File: config.mk
export PLATFORM = sky130hd
export DESIGN_NAME = clocktime_multi
export DESIGN_NICKNAME = d
export VERILOG_FILES = /design/src/rtl/clocktime_pkg.sv /design/src/rtl/bcd_wrap_inc.sv /design/src/rtl/clocktime_multi.sv
export SDC_FILE = /design/constraint.sdc
export NUM_CORES = 1
export LEC_CHECK = 0
export ABC_AREA = 0
export CORE_MARGIN = 2
export CORE_UTILIZATION = 51
export CTS_BUF_LIST = sky130_fd_sc_hd__clkbuf_2
export CTS_CLUSTER_DIAMETER = 60
export DETAILED_ROUTE_END_ITERATION = 10
export PLACE_DENSITY = 0.89
export SLEW_MARGIN = 20
export SYNTH_ARGS = -nofsm -noshare
export SYNTH_HDL_FRONTEND = slang
export SYNTH_SLANG_ARGS = --single-unit
File: constraint.sdc
create_clock -name clk_1hz -period 6 [get_ports clk_1hz]
set_input_delay 0.9 -clock clk_1hz [delete_from_list [all_inputs] [get_ports clk_1hz]]
set_output_delay 0.9 -clock clk_1hz [all_outputs]
set_load 0.01 [all_outputs]
File: src/rtl/clocktime_pkg.sv
// clocktime_pkg: shared mode/field encodings, BCD limits and validation helper
package clocktime_pkg;
   typedef enum logic [1:0] {RUN = 2'b00, LOAD = 2'b01, HOLD = 2'b10, ADJUST = 2'b11} mode_t;
   typedef enum logic [1:0] {SEC = 2'b00, MIN = 2'b01, HOUR = 2'b10, NONE = 2'b11} field_t;
   localparam logic [7:0] BCD_59 = 8'h59;
   localparam logic [7:0] BCD_23 = 8'h23;
   localparam logic [7:0] BCD_12 = 8'h12;
   function automatic logic bcd_valid(input logic [7:0] value, input logic [7:0] max);
      return value[7:4] <= 4'd9 && value[3:0] <= 4'd9 && value <= max;
   endfunction
endpackage

File: src/rtl/bcd_wrap_inc.sv
// bcd_wrap_inc: two-digit BCD increment that wraps to 00 after MAX
module bcd_wrap_inc #(
   parameter logic [7:0] MAX = 8'h59
) (
   input  logic [7:0] val,
   output logic [7:0] nxt,
   output logic       wrap
);
   assign wrap = val == MAX;
   assign nxt  = wrap ? 8'h00 : val[3:0] == 4'd9 ? {val[7:4] + 4'd1, 4'h0} : {val[7:4], val[3:0] + 4'd1};
endmodule

File: src/rtl/clocktime_multi.sv
// clocktime_multi: prescaled BCD time-of-day keeper with load, hold, adjust and 12h display
module clocktime_multi
   import clocktime_pkg::*;
#(
   parameter int         TICK_DIV   = 1,
   parameter logic [7:0] RESET_HOUR = 8'h00,
   parameter logic [7:0] RESET_MIN  = 8'h00,
   parameter logic [7:0] RESET_SEC  = 8'h00
) (
   input  logic        clk_1hz,
   input  logic        rst,
   input  logic [1:0]  clk_mode,
   input  logic [23:0] time_in,
   input  logic [1:0]  adj_field,
   input  logic        adj_inc,
   input  logic        fmt_12h,
   output logic [23:0] time_out,
   output logic [23:0] disp_out,
   output logic        pm,
   output logic        day_tick,
   output logic        load_err
);
   localparam int TW = TICK_DIV > 1 ? $clog2(TICK_DIV) : 1;
   localparam logic [TW-1:0] TICK_LAST = TW'(TICK_DIV - 1);
   if (TICK_DIV < 1 || TICK_DIV > 65536) begin : g_bad_div
      $error("TICK_DIV out of range");
   end
   if (!bcd_valid(RESET_HOUR, BCD_23) || !bcd_valid(RESET_MIN, BCD_59) || !bcd_valid(RESET_SEC, BCD_59)) begin : g_bad_reset
      $error("illegal RESET_* time");
   end
   logic [TW-1:0] tick_cnt;
   logic [7:0]    s_nxt, m_nxt, h_nxt, hour, hour_12;
   logic          s_wrap, m_wrap, h_wrap, load_ok;
   mode_t         mode;
   field_t        field;
   assign mode    = mode_t'(clk_mode);
   assign field   = field_t'(adj_field);
   assign hour    = time_out[23:16];
   assign load_ok = bcd_valid(time_in[23:16], BCD_23) && bcd_valid(time_in[15:8], BCD_59) && bcd_valid(time_in[7:0], BCD_59);
   bcd_wrap_inc #(.MAX(BCD_59)) u_sec  (.val(time_out[7:0]),   .nxt(s_nxt), .wrap(s_wrap));
   bcd_wrap_inc #(.MAX(BCD_59)) u_min  (.val(time_out[15:8]),  .nxt(m_nxt), .wrap(m_wrap));
   bcd_wrap_inc #(.MAX(BCD_23)) u_hour (.val(time_out[23:16]), .nxt(h_nxt), .wrap(h_wrap));
   // 13..19 and 22..23 drop by BCD 12; 20/21 cross a decade so drop by BCD 18
   always_comb hour_12 = hour == 8'h00 ? 8'h12 : hour <= 8'h12 ? hour : (hour == 8'h20 || hour == 8'h21) ? hour - 8'h18 : hour - 8'h12;
   assign disp_out = fmt_12h ? {hour_12, time_out[15:0]} : time_out;
   assign pm       = hour >= BCD_12;
   always_ff @(posedge clk_1hz) begin
      if (!rst) begin
         time_out <= {RESET_HOUR, RESET_MIN, RESET_SEC};
         tick_cnt <= '0;
         day_tick <= 1'b0;
         load_err <= 1'b0;
      end else begin
         day_tick <= 1'b0;
         case (mode)
            RUN: if (tick_cnt == TICK_LAST) begin
               tick_cnt <= '0;
               time_out <= {(s_wrap && m_wrap) ? h_nxt : hour, s_wrap ? m_nxt : time_out[15:8], s_nxt};
               day_tick <= s_wrap && m_wrap && h_wrap;
            end else tick_cnt <= tick_cnt + 1'b1;
            LOAD: if (load_ok) begin
               time_out <= time_in;
               tick_cnt <= '0;
               load_err <= 1'b0;
            end else load_err <= 1'b1;
            HOLD: ;
            ADJUST: if (adj_inc) begin
               case (field)
                  SEC:  time_out[7:0]   <= s_nxt;
                  MIN:  time_out[15:8]  <= m_nxt;
                  HOUR: time_out[23:16] <= h_nxt;
                  NONE: ;
               endcase
            end
         endcase
      end
   end
endmodule

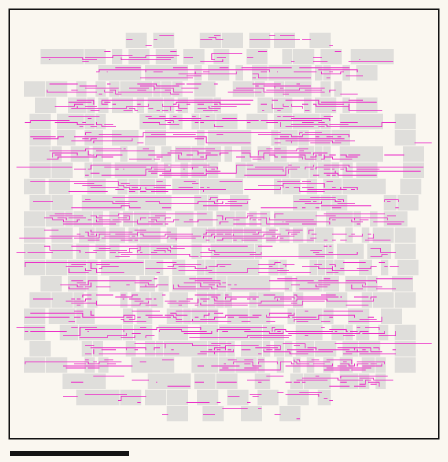
Fig. 1. Signal wires on met1.
The bar under the picture is 20 µm long. Cells faint in the background.
wire length on this layer	2870 µm
share of all routed wire	43%
longest straight run	28.5 µm
met1 Usage GRT: 33.9%
WL final: 6610 µm

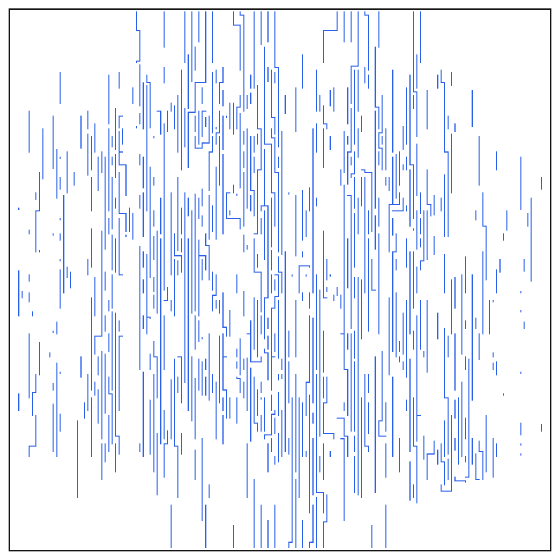
Fig. 2. Signal wires on met2.
longest straight run	28.9 µm
wire length on this layer	3160 µm
share of all routed wire	48%
nets with wire on the layer	345
via count: 2559
met2 Usage GRT: 42.6%

==> impl_metrics.env <==
# yosys + openroad results
export IMPL_tightestPinTransition_ns=0.832
export IMPL_r2r_start="time_out[21]"
export IMPL_largest_reg_flops=24
export IMPL_fp_util_pct=53.4
export IMPL_setup_viol=0
export IMPL_finalCritPeriodShare_pct=68.1
export IMPL_comb_share_pct=51.3
export IMPL_synthCells=306
export IMPL_logic_family="AND-OR/OR-AND gates"
export IMPL_hpwl_um=4860
export IMPL_syn_area_um2=2340
export IMPL_ir_drop_mv=0.0858
export IMPL_cts_max_level=1
export IMPL_cts_path_max_buffers=2
export IMPL_worst_r2r_path_depth=6
export IMPL_fin_area_um2=3030
export IMPL_drive_gt1_share_pct=5.06
export IMPL_yosys_most_used_dff="dfxtp_1"
export IMPL_die_y_um=71.7
export IMPL_synth_chip_area_um2=2340
export IMPL_power_switching_uw=132
export IMPL_layout_top_cells="82 x clkdlybuf4s50_1, 33 x nand2_1, 26 x dfxtp_1"
export IMPL_grt_overflow_total=0
export IMPL_status="complete, no violations"
export IMPL_cts_hold_buf=0
export IMPL_top_cell_area_share_pct=22.2
export IMPL_gr_usage_met3_pct=3.80
export IMPL_hold_start="load_err"
export IMPL_flop_area_um2=520
export IMPL_worstPathMaxFanout=11
export IMPL_setup_ws_ns=1.92
export IMPL_hold_ws_ns=0.476
export IMPL_dpl_cell_count=405
export IMPL_insertion_delay_ns=0.36
export IMPL_final_util_pct=69.0
export IMPL_crit_family="AND-OR/OR-AND gates"
export IMPL_max_stage_delay_ns=0.57
export IMPL_cp_arrival_ns=3.18
export IMPL_inverters=12
export IMPL_top_cell="nand2_1"
export IMPL_required_ns=5.10
export IMPL_common_cells="33 x nand2_1, 26 x dfxtp_1, 24 x a21oi_1, 17 x buf_4"
export IMPL_dominant_cell_class="multi-input combinational cells"
export IMPL_core_um2=4380
export IMPL_grt_pass1_vias=2489
export IMPL_place_congestion=0.909
export IMPL_port_buffers=82
export IMPL_ios=83
export IMPL_power_frac_seq_pct=49.1
